**config.mk**
```make
export PLATFORM = sky130hd
export DESIGN_NAME = pmci_egrs_spis_avmm
export DESIGN_NICKNAME = d
export VERILOG_FILES = /design/src/rtl/pmci_egrs_spis_avmm.sv
export SDC_FILE = /design/constraint.sdc
export NUM_CORES = 1
export LEC_CHECK = 0
export CAP_MARGIN = 0
export CORE_MARGIN = 2
export CORE_UTILIZATION = 40
export CTS_CLUSTER_DIAMETER = 100
export CTS_CLUSTER_SIZE = 14
export DETAILED_ROUTE_END_ITERATION = 6
export PLACE_DENSITY = 0.62
export SYNTH_ARGS = -nofsm -noshare
export SYNTH_HDL_FRONTEND = slang
export SYNTH_SLANG_ARGS = --single-unit
```
**constraint.sdc**
```tcl
create_clock -name clk -period 3 [get_ports clk]
set_input_delay 0.6 -clock clk [delete_from_list [all_inputs] [get_ports clk]]
set_output_delay 0.6 -clock clk [all_outputs]
set_load 0.02 [all_outputs]
```
**src/rtl/pmci_egrs_spis_avmm.sv**
```systemverilog
// SPI mode-0 slave for the PMCI egress link: decodes framed write/read commands
// and turns them into single-word AVMM master transactions.
//   state  | meaning
//   IDLE   | waiting for CSN fall
//   CMD    | shifting command byte
//   ADDR   | shifting 16-bit word address
//   LEN    | shifting word count
//   WDATA  | receiving write words, issuing avmm_write per word
//   RDUMMY | 8 turnaround bits while word 0 is fetched
//   RDATA  | shifting read words out on MISO
//   DONE   | all words transferred, waiting for CSN rise
//   ERR    | frame error, ignoring bits until CSN rise
module pmci_egrs_spis_avmm #(
  parameter int SYNC_DEPTH = 2,
  parameter int ADDR_WIDTH = 16,
  parameter int MAX_BURST  = 64
) (
  input  logic                  clk,
  input  logic                  reset_n,
  input  logic                  spis_clk,
  input  logic                  spis_csn,
  input  logic                  spis_mosi,
  output logic                  spis_miso,
  output logic [ADDR_WIDTH-1:0] avmm_addr,
  output logic                  avmm_write,
  output logic                  avmm_read,
  output logic [31:0]           avmm_wrdata,
  output logic [3:0]            avmm_byteen,
  input  logic [31:0]           avmm_rddata,
  input  logic                  avmm_rddvld,
  input  logic                  avmm_waitreq,
  output logic                  frame_done,
  output logic                  frame_err
);

  typedef enum logic [3:0] {
    S_IDLE, S_CMD, S_ADDR, S_LEN, S_WDATA, S_RDUMMY, S_RDATA, S_DONE, S_ERR
  } state_t;

  state_t                  state_q, state_d;
  logic [SYNC_DEPTH-1:0]   sclk_sync_q, sclk_sync_d;
  logic [SYNC_DEPTH-1:0]   csn_sync_q, csn_sync_d;
  logic [SYNC_DEPTH-1:0]   mosi_sync_q, mosi_sync_d;
  logic                    sclk_prev_q, sclk_prev_d, csn_prev_q, csn_prev_d;
  logic [4:0]              bit_cnt_q, bit_cnt_d;
  logic [30:0]             sh_in_q, sh_in_d;
  logic [31:0]             sh_out_q, sh_out_d;
  logic                    cmd_rd_q, cmd_rd_d;
  logic [ADDR_WIDTH-1:0]   addr_base_q, addr_base_d;
  logic [7:0]              len_q, len_d, word_idx_q, word_idx_d;
  logic [31:0]             rd_data_q, rd_data_d;
  logic                    rd_vld_q, rd_vld_d;
  logic                    miso_q, miso_d;
  logic                    avmm_write_q, avmm_write_d, avmm_read_q, avmm_read_d;
  logic [ADDR_WIDTH-1:0]   avmm_addr_q, avmm_addr_d;
  logic [31:0]             avmm_wrdata_q, avmm_wrdata_d;
  logic                    done_q, done_d, err_q, err_d;

  logic                    sclk_s, csn_s, mosi_s;
  logic                    sclk_rise, sclk_fall, csn_rise, csn_fall, tc;
  logic [31:0]             sh_next;
  logic                    word_last, go_err, rd_issue;
  logic [ADDR_WIDTH-1:0]   word_addr, rd_issue_addr;

  assign sclk_s    = sclk_sync_q[SYNC_DEPTH-1];
  assign csn_s     = csn_sync_q[SYNC_DEPTH-1];
  assign mosi_s    = mosi_sync_q[SYNC_DEPTH-1];
  assign sclk_rise = sclk_s & ~sclk_prev_q;
  assign sclk_fall = ~sclk_s & sclk_prev_q;
  assign csn_rise  = csn_s & ~csn_prev_q;
  assign csn_fall  = ~csn_s & csn_prev_q;
  assign tc        = sclk_rise && (bit_cnt_q == 5'd0);
  assign sh_next   = {sh_in_q, mosi_s};
  assign word_last = (word_idx_q + 8'd1) == len_q;
  assign word_addr = addr_base_q + ADDR_WIDTH'(word_idx_q);

  always_comb begin
    sclk_sync_d   = {sclk_sync_q[SYNC_DEPTH-2:0], spis_clk};
    csn_sync_d    = {csn_sync_q[SYNC_DEPTH-2:0], spis_csn};
    mosi_sync_d   = {mosi_sync_q[SYNC_DEPTH-2:0], spis_mosi};
    sclk_prev_d   = sclk_s;
    csn_prev_d    = csn_s;
    state_d       = state_q;
    bit_cnt_d     = bit_cnt_q;
    sh_in_d       = sh_in_q;
    sh_out_d      = sh_out_q;
    cmd_rd_d      = cmd_rd_q;
    addr_base_d   = addr_base_q;
    len_d         = len_q;
    word_idx_d    = word_idx_q;
    rd_data_d     = rd_data_q;
    rd_vld_d      = rd_vld_q;
    miso_d        = miso_q;
    avmm_write_d  = avmm_write_q & avmm_waitreq;
    avmm_read_d   = avmm_read_q & avmm_waitreq;
    avmm_addr_d   = avmm_addr_q;
    avmm_wrdata_d = avmm_wrdata_q;
    done_d        = 1'b0;
    err_d         = 1'b0;
    go_err        = 1'b0;
    rd_issue      = 1'b0;
    rd_issue_addr = addr_base_q;

    if (avmm_rddvld) begin
      rd_data_d = avmm_rddata;
      rd_vld_d  = 1'b1;
    end

    if (csn_rise) begin
      miso_d  = 1'b0;
      state_d = S_IDLE;
      if (state_q == S_DONE) done_d = 1'b1;
      else if (state_q != S_IDLE && state_q != S_ERR) err_d = 1'b1;
    end else if (csn_fall && state_q == S_IDLE) begin
      state_d    = S_CMD;
      bit_cnt_d  = 5'd7;
      word_idx_d = 8'd0;
      miso_d     = 1'b0;
    end else if (!csn_s) begin
      // bit counter is a down-counter; it wraps 0 -> 31 for back-to-back data words
      if (sclk_rise) begin
        sh_in_d   = sh_next[30:0];
        bit_cnt_d = bit_cnt_q - 5'd1;
      end
      case (state_q)
        S_CMD: if (tc) begin
          if (sh_next[7:0] == 8'h02 || sh_next[7:0] == 8'h03) begin
            cmd_rd_d  = sh_next[0];
            state_d   = S_ADDR;
            bit_cnt_d = 5'd15;
          end else go_err = 1'b1;
        end
        S_ADDR: if (tc) begin
          addr_base_d = sh_next[ADDR_WIDTH-1:0];
          state_d     = S_LEN;
          bit_cnt_d   = 5'd7;
        end
        S_LEN: if (tc) begin
          if (sh_next[7:0] == 8'd0 || int'(sh_next[7:0]) > MAX_BURST) go_err = 1'b1;
          else begin
            len_d      = sh_next[7:0];
            word_idx_d = 8'd0;
            if (cmd_rd_q) begin
              state_d   = S_RDUMMY;
              bit_cnt_d = 5'd7;
              rd_issue  = 1'b1;
            end else begin
              state_d   = S_WDATA;
              bit_cnt_d = 5'd31;
            end
          end
        end
        S_WDATA: if (tc) begin
          if (avmm_write_q && avmm_waitreq) go_err = 1'b1;
          else begin
            avmm_write_d  = 1'b1;
            avmm_addr_d   = word_addr;
            avmm_wrdata_d = sh_next;
            if (word_last) state_d = S_DONE;
            else word_idx_d = word_idx_q + 8'd1;
          end
        end
        S_RDUMMY: if (tc) begin
          state_d   = S_RDATA;
          bit_cnt_d = 5'd31;
        end
        S_RDATA: begin
          if (sclk_fall && bit_cnt_q == 5'd31) begin
            // first bit of a word: the fetched data must already be here
            if (rd_vld_q) begin
              miso_d   = rd_data_q[31];
              sh_out_d = {rd_data_q[30:0], 1'b0};
              rd_vld_d = 1'b0;
              if (!word_last) begin
                rd_issue      = 1'b1;
                rd_issue_addr = word_addr + ADDR_WIDTH'(1);
              end
            end else begin
              miso_d = 1'b1;
              go_err = 1'b1;
            end
          end else if (sclk_fall) begin
            miso_d   = sh_out_q[31];
            sh_out_d = {sh_out_q[30:0], 1'b0};
          end else if (tc) begin
            if (word_last) state_d = S_DONE;
            else word_idx_d = word_idx_q + 8'd1;
          end
        end
        default: ;
      endcase
    end

    if (go_err) begin
      state_d = S_ERR;
      err_d   = 1'b1;
    end
    if (rd_issue && !(avmm_read_q && avmm_waitreq)) begin
      avmm_read_d = 1'b1;
      avmm_addr_d = rd_issue_addr;
      rd_vld_d    = 1'b0;
    end
  end

  always_ff @(posedge clk) begin
    if (!reset_n) begin
      state_q       <= S_IDLE;
      sclk_sync_q   <= '0;
      csn_sync_q    <= '0;
      mosi_sync_q   <= '0;
      sclk_prev_q   <= 1'b0;
      csn_prev_q    <= 1'b0;
      bit_cnt_q     <= 5'd0;
      sh_in_q       <= '0;
      sh_out_q      <= '0;
      cmd_rd_q      <= 1'b0;
      addr_base_q   <= '0;
      len_q         <= 8'd0;
      word_idx_q    <= 8'd0;
      rd_data_q     <= '0;
      rd_vld_q      <= 1'b0;
      miso_q        <= 1'b0;
      avmm_write_q  <= 1'b0;
      avmm_read_q   <= 1'b0;
      avmm_addr_q   <= '0;
      avmm_wrdata_q <= '0;
      done_q        <= 1'b0;
      err_q         <= 1'b0;
    end else begin
      state_q       <= state_d;
      sclk_sync_q   <= sclk_sync_d;
      csn_sync_q    <= csn_sync_d;
      mosi_sync_q   <= mosi_sync_d;
      sclk_prev_q   <= sclk_prev_d;
      csn_prev_q    <= csn_prev_d;
      bit_cnt_q     <= bit_cnt_d;
      sh_in_q       <= sh_in_d;
      sh_out_q      <= sh_out_d;
      cmd_rd_q      <= cmd_rd_d;
      addr_base_q   <= addr_base_d;
      len_q         <= len_d;
      word_idx_q    <= word_idx_d;
      rd_data_q     <= rd_data_d;
      rd_vld_q      <= rd_vld_d;
      miso_q        <= miso_d;
      avmm_write_q  <= avmm_write_d;
      avmm_read_q   <= avmm_read_d;
      avmm_addr_q   <= avmm_addr_d;
      avmm_wrdata_q <= avmm_wrdata_d;
      done_q        <= done_d;
      err_q         <= err_d;
    end
  end

  assign spis_miso   = miso_q;
  assign avmm_addr   = avmm_addr_q;
  assign avmm_write  = avmm_write_q;
  assign avmm_read   = avmm_read_q;
  assign avmm_wrdata = avmm_wrdata_q;
  assign avmm_byteen = 4'hF;
  assign frame_done  = done_q;
  assign frame_err   = err_q;

endmodule

```
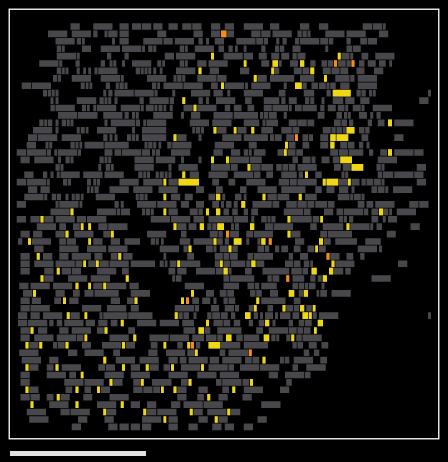
Run 1: gate families picked out
Scale bar: 50 um.
colour	family	cells	most used
orange	inv cells	11	inv_1
yellow	nor cells	158	nor2_1

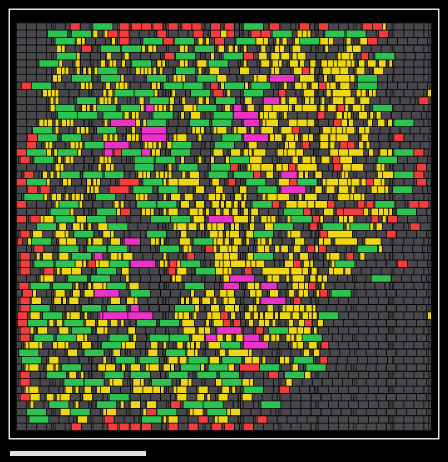
Run 1: placement by cell class
Scale bar: 50 um. Fill, decap, tap and diode cells in grey.
colour	class	cells
yellow	combinational and other logic	830
green	sequential cells	198
magenta	clock drivers and dummy loads	32
red	remaining buffers and delay cells	147

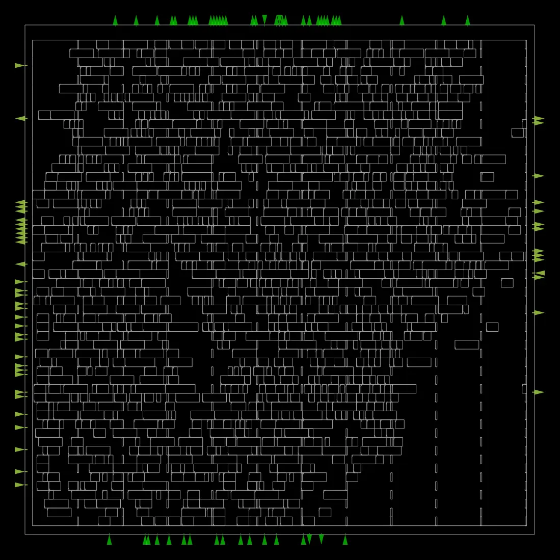
Run 1: cell placement
sequential portion of the cell area: 0.344
final standard cell count with taps included and fillers excluded: 1520

==> run 1: flip-flops by register name, indices dropped and copies added, names as in the netlist, 8 cells and up <==
name	count
avmm_addr	16
word_idx_q	8
sh_out_q	31
rd_data_q	32
addr_base_q	16
len_q	8
avmm_wrdata	32
sh_in_q	31
==> run 1: metal layers <==
layer,vias up,GRT usage
met5,-,0
met4,0,0.0441
met3,19,0.0339
met2,158,0.308
met1,3771,0.265
li1,4053,-
==> run 1: power by group through the flow <==
stage | sequential, mW | clock (mW) | combinational [mW]
2_1_floorplan | 2.77 | 0 | 0.360
3_5_place_dp | 2.79 | 0 | 0.517
3_3_place_gp | 2.79 | 0 | 0.516
6_report | 2.73 | 2.31 | 0.522
5_1_grt | 2.74 | 2.47 | 0.575
4_1_cts | 2.73 | 2.37 | 0.521
==> run 1: worst max path at each step <==
stage | from | endpoint | slack (ns) | depth (start not counted)
2_1_floorplan | word_idx_q[0] | avmm_addr[14] | 0.12 | 10
3_3_place_gp | addr_base_q[0] | avmm_addr[13] | 0.09 | 10
3_5_place_dp | addr_base_q[0] | avmm_addr[15] | 0.05 | 10
4_1_cts | addr_base_q[0] | avmm_addr[15] | 0.03 | 10
5_1_grt | addr_base_q[0] | avmm_addr[14] | -0.05 | 10
6_report | addr_base_q[0] | avmm_addr[14] | 0.12 | 10
==> run 1: worst max-delay path, stage by stage, from the launching register on <==
cell and delay (ns):
sky130_fd_sc_hd__dfxtp_2 0.35, sky130_fd_sc_hd__ha_4 0.16, sky130_fd_sc_hd__fa_2 0.42, sky130_fd_sc_hd__a211oi_4 0.30, sky130_fd_sc_hd__o211ai_1 0.22, sky130_fd_sc_hd__a221oi_2 0.42, sky130_fd_sc_hd__and3_1 0.23, sky130_fd_sc_hd__nand3_1 0.09
sky130_fd_sc_hd__o2bb2ai_2 0.15, sky130_fd_sc_hd__a31oi_1 0.10, sky130_fd_sc_hd__o311a_1 0.34
==> run 1: repair_timing <==
action | CTS | global route
endpoints found under the hold margin | 0 | 0
hold buffers | 0 | 0
setup endpoints to repair | 0 | 7
buffers inserted | 0 | 3
resized | 0 | 17
==> run 1: cell usage in the layout, fill, tap and decap left out, drive strengths merged, types with 19 or more instances in the layout <==
cell type | synthesis | final
xnor2 | 24 | 24
mux2i | 90 | 90
buf | 20 | 57
and2 | 21 | 21
dfxtp | 198 | 198
a21oi | 100 | 100
nor2 | 117 | 117
o21ai | 31 | 31
a211oi | 45 | 45
clkdlybuf4s50 | 0 | 90
nor3 | 20 | 20
nand2 | 183 | 183
inv | 11 | 19
==> run 1: metrics by stage <==
stage | hold WS [ns] | total power, mW | cell area, sq um
floorplan | 0.412 | 3.13 | 9370
detailed placement | 0.418 | 3.31 | 10800
global route | 0.453 | 5.78 | 11500
global placement | 0.418 | 3.31 | 10800
CTS | 0.436 | 5.62 | 11400
finish | 0.433 | 5.56 | 11500
==> run 1: area by class of cell <==
cell class | instances | area [sq um]
Clock buffer | 18 | 429
Clock inverter | 14 | 178
Fill cell | 2171 | 11300
Inverter | 11 | 43.8
Multi-Input combinational cell | 819 | 5130
Sequential cell | 198 | 3970
Tap cell | 313 | 392
Timing Repair Buffer | 147 | 1380
==> flow_summary.yaml, run 1 <==
# yosys + openroad results
run_status:
  status: "complete, no violations"
placement:
  place.port_buffers: 91
  place.detailed.instances: 1485
  place.gp.congestion: 0.859
yosys:
  edf_count: 0
  synth_top_cell_by_area: "sky130_fd_sc_hd__dfxtp_1"
  ys_seq_frac: 0.423
  postSynth.asyncResetShare: 0
  synth_simple_gate_area_share: 0.202
  dominantRegCellSynth: "sky130_fd_sc_hd__dfxtp_1"
  post-synth-top-count-cell: "sky130_fd_sc_hd__dfxtp_1"
  synth.cellmix.xorXnorShare: 0.0355
  ys_ff: 198
  synth-area-yosys_sq_um: 9360
  logic_family: "simple AND/OR/NAND/NOR gates"
  synthDominantCellAreaShare: 0.423
  netlist-cell-type-count: 73
  ys.warnings.count: 0
  avgSynthCellArea_sq_um: 8.46
route:
  route.met3.wl_um: 986
  remaining_drc_errors: 0
  drt-vias-per-instance: 5.26
  route.antenna.remaining_nets: 0
  num_vias: 8001
  drt-pass1-iter-count: 6
  initialDrtViolationCount: 616
  met1Wirelength_um: 11400
  finalWirelength_um: 23200
  topRoutingLayerUsed: "met4"
job:
  log.warning_count: 28
  maxCapViolations: 0
cells_and_area:
  area_delta_synth_final_pct: 23.0
  nets: 1247
  layout-drive-gt1-share: 0.101
die:
  num_rows: 55
  initial_core_util: 0.411
  die-height_um: 157
  chip_area_sq_um: 24600
  io_pins: 96
  core_region_area_sq_um: 22800
timing:
  setup_tns_ns: 0
  final_min_period_over_clock_period: 0.959
  fin_worst_skew_ns: 0.0169
  final-setup-viol-count: 0
  finalHoldViolCount: 0
global_routing:
  global_route.usage.total: 0.191
  grt_overflow: 0
  grt_antenna_before_repair: 0
  number_of_global_route_vias_before_repair: 7443
  global_route_wire_length_before_repair_um: 37900
min_path:
  min_delay_path_depth: 1
  hold_end: "csn_sync_q[1]"
critical_path:
  end_kind: "flip-flop"
  timing.setup.critical_path_class: "reg -> reg"
  crit_fanout: 4
  cp.arrival_ns: 3.21
  regToRegSetupSlack_ns: 0.12
  reg2regPathDepth: 10
clock_network:
  clk_pin_slew_ns: 0.09
  cts-buffers-inserted: 17
  clock_tree.htree_level_count: 4
  clock_tree.buffer_depth: 2
  clock_tree.root_cell: "sky130_fd_sc_hd__clkbuf_16"
  tritoncts: "done"
pwr:
  internal_power_mw: 4.05
  clkPwrFrac: 0.415
  ir_worst_vdd_uv: 361
  pwr-share-comb: 0.094
  p_leak_nw: 4.09
Run 1, routed metal, one colour a layer:
Scale bar: 50 um.
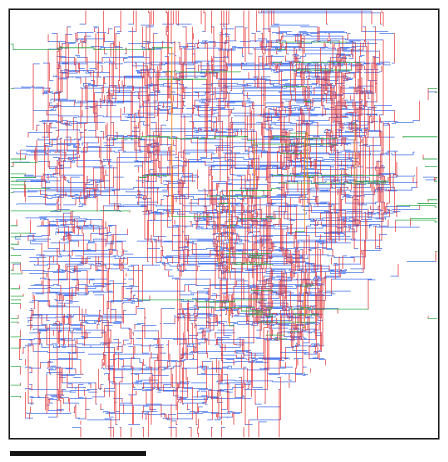

==> run 1 -> run 2 <==
CORE_ASPECT_RATIO = 1.1   (was not set)
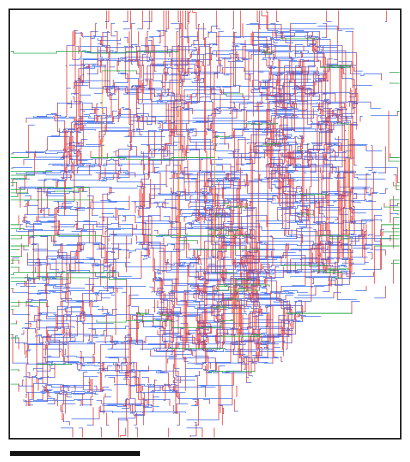
Run 2: routed metal, one colour a layer
Scale bar: 50 um.
colour	layer	wire length
red	metal 2	10200 um
orange	metal 4	244 um
green	metal 3	1000 um
blue	metal 1	11300 um
Overall Global Routing Usage: 0.190
via count: 7936
sum of routed wire length over all layers: 22800 um
WL per Instance: 15.1 um

==> run 2 against run 1 <==
Effect of this change: clock power grew 7%; total power grew 3.3%; clock skew shrank 0.0047 ns; global-route usage shrank 0.096 points; clock-buffer cell count shrank 1; hold slack lost 0.0042 ns; cell count shrank 0.79%; non-clock buffer count grew 1; sequential cell count is the same; sequential power is essentially flat.
==> flow_summary.yaml, run 2 <==
# yosys + openroad results
yosys:
  postSynth.asyncResetShare: 0
  yosysCellCount: 1107
  ys.warnings.count: 0
  logic_family: "simple AND/OR/NAND/NOR gates"
  ys_seq_frac: 0.423
  edf_count: 0
  dominantRegCellSynth: "sky130_fd_sc_hd__dfxtp_1"
  synth-area-yosys_sq_um: 9360
  topCellsByArea: "sky130_fd_sc_hd__dfxtp_1 (42%), sky130_fd_sc_hd__mux2i_1 (9.6%), sky130_fd_sc_hd__nand2_1 (7.3%)"
  muxShareOfSynthArea: 0.101
  synth_top_cell_by_area: "sky130_fd_sc_hd__dfxtp_1"
  synth.cellmix.xorXnorShare: 0.0355
  netlist-cell-type-count: 73
  number_of_cells_produced_by_synthesis: 1107
  ys_ff: 198
  synthDominantCellAreaShare: 0.423
  post-synth-top-count-cell: "sky130_fd_sc_hd__dfxtp_1"
  synthAdderAreaFrac: 0.0195
  avgSynthCellArea_sq_um: 8.46
  synth_simple_gate_area_share: 0.202
  mappedNetlistArea_sq_um: 9360
  post_synth_ao_oa_area_fraction: 0.177
  synthTopCellsByCount: "sky130_fd_sc_hd__dfxtp_1 (198), sky130_fd_sc_hd__nand2_1 (183), sky130_fd_sc_hd__nor2_1 (117), sky130_fd_sc_hd__a21oi_1 (96), sky130_fd_sc_hd__mux2i_1 (90)"
die:
  chip_area_sq_um: 24600
  die-height_um: 164
  num_rows: 58
  initial_core_util: 0.408
  core_region_area_sq_um: 22900
  floorplan.die.width_um: 150
  io_pins: 96
timing:
  final_min_period_over_clock_period: 0.959
  slew_hr: 0.610
  finalHoldViolCount: 0
  fmaxAchievable_mhz: 347
  setup_tns_ns: 0
  final_slew_viol_count: 0
  rsz0062_at_grt: "no"
  max_slew.worst_pin.slew_ns: 0.584
  final-setup-viol-count: 0
  fin_worst_skew_ns: 0.0122
  fin_crit_ns: 2.88
critical_path:
  crit_fanout: 5
  cpMostUsedCell: "sky130_fd_sc_hd__ha_1"
  critical_path.slowest_cell: "sky130_fd_sc_hd__fa_2"
  critical-path-max-stage-delay_ns: 0.56
  end_kind: "flip-flop"
  worstSetupStartpointType: "flip-flop"
  timing.setup.critical_path_class: "reg -> reg"
  timing.critical_path.cells: "ha_1, fa_2, ha_1, nand2_1, nor3b_1, a221oi_2, nor4_2, buf_4, nand3_1, o2bb2ai_1, a31oi_1, o311a_1"
  worst-endpoint-required_ns: 3.33
  cp.arrival_ns: 3.21
cells_and_area:
  multi_input_comb_area_sq_um: 5090
  area_delta_synth_final_pct: 23.1
  layout_top_cell_excl_fill_tap: "sky130_fd_sc_hd__dfxtp_1"
  layout-drive-gt1-share: 0.0977
  final_cell_mix: "sky130_fd_sc_hd__dfxtp_1 (197), sky130_fd_sc_hd__nand2_1 (183), sky130_fd_sc_hd__nor2_1 (117)"
  nets: 1248
  final-seq-area_sq_um: 3970
  finalCoreUtilization: 0.503
  n_antenna_cell: 0
  filler_cell_count: 2207
run_status:
  status: "complete, no violations"
clock_network:
  cts_sinks: 198
  clock_latency_ns: 0.44
  cts-buffers-inserted: 17
  tritoncts: "done"
  clock_tree.htree_level_count: 4
  clock_tree.root_cell: "sky130_fd_sc_hd__clkbuf_16"
  cts-hold-fix-buffers: 0
  clock_tree.buffer_depth: 2
  clk_pin_slew_ns: 0.08
pwr:
  total_switching_power_mw: 1.53
  switching_share: 0.266
  pwr-share-comb: 0.096
  ir_worst_vdd_uv: 350
  p_seq_frac: 0.473
  clkPwrFrac: 0.431
  internal_power_mw: 4.21
  p_leak_nw: 4.08
  cellPowerDensity_nw_per_um2: 498
route:
  initialDrtViolationCount: 417
  route.antenna.remaining_nets: 0
  drt-pass1-iter-count: 4
  drt-vias-per-instance: 5.26
  remaining_drc_errors: 0
min_path:
  min-delay-path-class: "reg -> reg"
job:
  log.warning_count: 28
  maxCapViolations: 0
global_routing:
  grt_antenna_before_repair: 0
  grt_max_degree: 73
  number_of_global_route_vias_before_repair: 7532
  global_route_wire_length_before_repair_um: 38100
  grt_overflow: 0
placement:
  place.gp.congestion: 0.873
  place.port_buffers: 91
  dp_hpwl_um: 15700
## run 2: power groups by stage
stage          Sequential, mW  Combinational [mW]  Clock, mW
5_1_grt                  2.72               0.612       2.62
6_report                 2.72               0.550       2.48
3_5_place_dp             2.78               0.539          0
3_3_place_gp             2.78               0.537          0
2_1_floorplan            2.77               0.360          0
4_1_cts                  2.72               0.545       2.54
## run 2: critical path, delay by kind of cell, from the launching register on
family                   cells  cell delay [ns]
adder cells (fa/ha/maj)      3             0.99
AND/OR/NAND/NOR              4             0.56
buffers and inverters        1             0.17
AND-OR/OR-AND                4             0.72
flip-flops                   1             0.33
## run 2: final timing paths
kind                        from        endpoint  slack, ns  cells past startpoint
setup reg to reg  addr_base_q[0]   avmm_addr[14]       0.12                     12
hold / removal    mosi_sync_q[0]  mosi_sync_q[1]       0.43                      1
hold reg to reg   mosi_sync_q[0]  mosi_sync_q[1]       0.43                      1
setup / recovery  addr_base_q[0]   avmm_addr[14]       0.12                     12
## run 2: routing by layer
layer | part of all wire | vias up | GRT usage
met5 | 0 | - | 0
met4 | 0.011 | 0 | 0.0519
met3 | 0.044 | 15 | 0.0381
met2 | 0.45 | 173 | 0.291
met1 | 0.50 | 3702 | 0.271
li1 | - | 4046 | -
## run 2: final cells by class
cell class / count / area share
clock buffers: 17 / 0.0369
repair buffers: 148 / 0.121
clock inverters: 15 / 0.0199
multi-input cells: 819 / 0.442
inverters: 11 / 0.00380
flip-flops and latches: 198 / 0.344
well taps: 300 / 0.0326
## run 2: repair_timing
action                                  4_1_cts  5_1_grt
pin swaps                                     0        3
gates resized                                 1        6
buffers inserted                              0        1
endpoints found under the setup margin        1        6
## run 2: stage by stage
step                      hold slack [ns]  power (mW)  cell area (sq um)  std cells  setup slack (ns)
after floorplan                     0.412        3.13               9370       1110             0.117
after global placement              0.417        3.32              10800       1475            0.0213
after detailed placement            0.419        3.32              10800       1475            0.0170
after CTS                           0.434        5.80              11500       1507            0.0221
after global routing                0.460        5.96              11500       1508           0.00372
final                               0.429        5.74              11500       1508             0.122
## run 2: cells by family after synthesis
| group | count (synthesis) |
|---|---|
| AND/OR/NAND/NOR | 420 |
| XOR/XNOR | 38 |
| multiplexers | 94 |
| AND-OR/OR-AND | 249 |
| other | 1 |
| adder cells (fa/ha/maj) | 14 |
| flip-flops | 198 |
| buffers and inverters | 93 |
Run 2, gate families picked out:
Scale bar: 50 um.
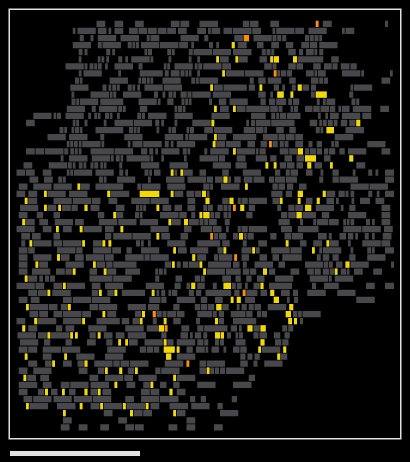

==> run 2 -> run 3 <==
CELL_PAD_IN_SITES_DETAIL_PLACEMENT = 1   (was not set)
CELL_PAD_IN_SITES_GLOBAL_PLACEMENT = 2   (was not set)
CORE_UTILIZATION = 31   (was 40)
CTS_CLUSTER_SIZE = not set   (was 14)
PLACE_DENSITY = 0.76   (was 0.62)
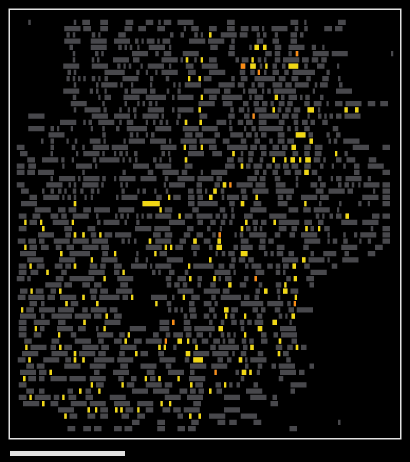
Run 3: gate families picked out
Scale bar: 50 um.
colour	family	cells	most used
yellow	nor cells	158	nor2_1
orange	inv cells	11	inv_1
multi-input logic portion of the cell area: 0.439
final standard cell count with taps included and fillers excluded: 1595
Commonest Layout Cell: sky130_fd_sc_hd__dfxtp_1

==> run 3 against run 2 <==
Effect of this change: combinational power down 0.7%; clock power down 4%; wire length up 15%; sequential power about the same; register-to-register slack about the same; clock-buffer cell count up 2; sequential share of layout area down 0.54 points; final area up 1.7%; fmax up 0.15%; worst setup slack better by 0.0042 ns; largest cell class unchanged.
==> flow_summary.yaml, run 3 <==
# yosys + openroad results
clock_network:
  cts_sinks: 198
  clock_latency_ns: 0.45
  tritoncts: "done"
  clock_tree.htree_level_count: 4
  cts-buffers-inserted: 17
  cts-hold-fix-buffers: 0
  clk_pin_slew_ns: 0.08
  clock_tree.buffer_depth: 2
  clock_tree.root_cell: "sky130_fd_sc_hd__clkbuf_16"
pwr:
  cellPowerDensity_nw_per_um2: 482
  totalPowerFinal_mw: 5.65
  ir_worst_vdd_uv: 356
  p_leak_nw: 4.13
route:
  route.antenna.remaining_nets: 0
  drt-pass1-iter-count: 4
  routed_wire_length_per_instance_um: 16.5
  drt-vias-per-instance: 5.12
  num_vias: 8159
  remaining_drc_errors: 0
  initialDrtViolationCount: 357
  finalWirelength_um: 26300
yosys:
  synthDominantCellAreaShare: 0.423
  synth_simple_gate_area_share: 0.202
  edf_count: 0
  synthAdderAreaFrac: 0.0195
  number_of_cells_produced_by_synthesis: 1107
  ys_seq_frac: 0.423
  muxShareOfSynthArea: 0.101
  synthTopCellsByCount: "sky130_fd_sc_hd__dfxtp_1 (198), sky130_fd_sc_hd__nand2_1 (183), sky130_fd_sc_hd__nor2_1 (117), sky130_fd_sc_hd__a21oi_1 (96), sky130_fd_sc_hd__mux2i_1 (90)"
  postSynth.asyncResetShare: 0
  netlist-cell-type-count: 73
  synth.cellmix.xorXnorShare: 0.0355
  topCellsByArea: "sky130_fd_sc_hd__dfxtp_1 (42%), sky130_fd_sc_hd__mux2i_1 (9.6%), sky130_fd_sc_hd__nand2_1 (7.3%)"
  dominantRegCellSynth: "sky130_fd_sc_hd__dfxtp_1"
  ys.warnings.count: 0
  post_synth_ao_oa_area_fraction: 0.177
  synth-area-yosys_sq_um: 9360
  post-synth-top-count-cell: "sky130_fd_sc_hd__dfxtp_1"
  yosysCellCount: 1107
  mappedNetlistArea_sq_um: 9360
  logic_family: "simple AND/OR/NAND/NOR gates"
  ys_ff: 198
  avgSynthCellArea_sq_um: 8.46
  synth_top_cell_by_area: "sky130_fd_sc_hd__dfxtp_1"
cells_and_area:
  finalCoreUtilization: 0.395
  multi_input_comb_area_sq_um: 5140
  layout-drive-gt1-share: 0.111
  filler_cell_count: 3408
  final_cell_mix: "sky130_fd_sc_hd__dfxtp_1 (195), sky130_fd_sc_hd__nand2_1 (183), sky130_fd_sc_hd__nor2_1 (117)"
  nets: 1261
  n_antenna_cell: 0
  area_delta_synth_final_pct: 25.2
  layout.cell_area.non_filler_sq_um: 11700
  final-seq-area_sq_um: 3970
die:
  initial_core_util: 0.316
  core_region_area_sq_um: 29600
  num_rows: 66
  io_pins: 96
  floorplan.die.width_um: 170
  die-height_um: 186
  chip_area_sq_um: 31600
critical_path:
  reg2regPathDepth: 12
  end_kind: "flip-flop"
  r2r-end: "avmm_addr[12]"
  cp.arrival_ns: 3.24
  worst-endpoint-required_ns: 3.37
  rr_startpoint: "word_idx_q[0]"
  crit_fanout: 5
  regToRegSetupSlack_ns: 0.13
  timing.setup.critical_path_class: "reg -> reg"
  worstSetupStartpointType: "flip-flop"
timing:
  finalHoldViolCount: 0
  rsz0062_at_grt: "yes"
  fmaxAchievable_mhz: 348
  final_min_period_over_clock_period: 0.958
  hold_slack_ns: 0.442
  fin_worst_skew_ns: 0.0142
  final-setup-viol-count: 0
  max_slew.worst_pin.slew_ns: 0.694
  slew_hr: 0.537
  final_slew_viol_count: 0
  setup_ws_ns: 0.126
  setup_tns_ns: 0
  fin_crit_ns: 2.87
global_routing:
  grt_antenna_before_repair: 0
  number_of_global_route_vias_before_repair: 8229
  global_route.usage.total: 0.170
  grt_overflow: 0
  global_route_wire_length_before_repair_um: 43100
  grt_max_degree: 63
placement:
  dpl_worst_slack_ns: 0.0241
  place.port_buffers: 91
  place.detailed.instances: 1561
  place.gp.congestion: 0.823
  dp_hpwl_um: 18700
  total_cell_area_at_the_placement_stage_sq_um: 11000
job:
  maxCapViolations: 0
  log.warning_count: 29
min_path:
  min-delay-path-class: "reg -> reg"
  holdCritStartpoint: "sclk_sync_q[0]"
  hold_end: "sclk_sync_q[1]"
  min_delay_path_depth: 1
run_status:
  status: "complete, no violations"
-- run 3: cell count changes in the layout (fill, tap and decap cells not counted), sizes merged --
cell	previous run	this run
buf	58	71
clkbuf	17	19
clkinv	8	3
clkinvlp	0	1
inv	16	18
-- run 3: timing repair --
action / CTS / global route
gates cloned: 0 / 0
pin swaps: 0 / 8
resized: 1 / 16
buffers inserted: 0 / 2
setup endpoints to repair: 2 / 8
-- run 3: kinds of logic after synthesis --
logic type               after synthesis
AND/OR/NAND/NOR                      420
AND-OR/OR-AND                        249
flip-flops                           198
multiplexers                          94
buffers and inverters                 93
XOR/XNOR                              38
adder cells (fa/ha/maj)               14
other                                  1
-- run 3: where the power goes --
part / switching [mW] / leakage [nW] / total (mW) / internal [mW]
clock: 1.09 / 0.293 / 2.37 / 1.28
sequential: 0.0520 / 1.60 / 2.73 / 2.68
combinational: 0.313 / 2.23 / 0.546 / 0.233
total: 1.46 / 4.13 / 5.65 / 4.19
-- run 3: layout make-up --
cell class / instances / area share
clock buffer: 19 / 0.0378
clock inverter: 13 / 0.0137
inverter: 11 / 0.00374
multi-input combinational: 819 / 0.439
sequential: 198 / 0.339
tap: 374 / 0.0399
timing repair buffer: 161 / 0.127
-- run 3: worst max-delay path, cell delays in order (launching register included) --
cell	delay, ns
sky130_fd_sc_hd__dfxtp_2	0.34
sky130_fd_sc_hd__ha_4	0.17
sky130_fd_sc_hd__fa_2	0.47
sky130_fd_sc_hd__ha_1	0.26
sky130_fd_sc_hd__nand2_1	0.11
sky130_fd_sc_hd__nor3b_1	0.06
sky130_fd_sc_hd__a221oi_1	0.41
sky130_fd_sc_hd__nor4_2	0.07
sky130_fd_sc_hd__buf_4	0.17
sky130_fd_sc_hd__a31o_2	0.25
sky130_fd_sc_hd__a311oi_1	0.26
sky130_fd_sc_hd__a41oi_1	0.07
sky130_fd_sc_hd__a21oi_1	0.16
-- run 3: worst max-delay path by stage --
stage | from | endpoint | slack (ns) | cells past startpoint
6_report | word_idx_q[0] | avmm_addr[12] | 0.13 | 12
3_5_place_dp | addr_base_q[0] | avmm_addr[15] | 0.02 | 12
4_1_cts | addr_base_q[0] | avmm_addr[10] | 0.03 | 12
2_1_floorplan | word_idx_q[0] | avmm_addr[14] | 0.12 | 10
5_1_grt | word_idx_q[0] | avmm_addr[10] | -0.09 | 12
3_3_place_gp | addr_base_q[0] | avmm_addr[15] | 0.06 | 12
-- run 3: routing by layer --
metal,routed length [um],share of wire,GRT usage,vias to the layer above
met1,13100,0.50,0.232,3955
met5,0,0,0,-
met4,359,0.014,0.0530,0
met2,11900,0.45,0.275,107
met3,842,0.032,0.0313,24
li1,-,-,-,4073
Power and IR drop assume default switching activity.
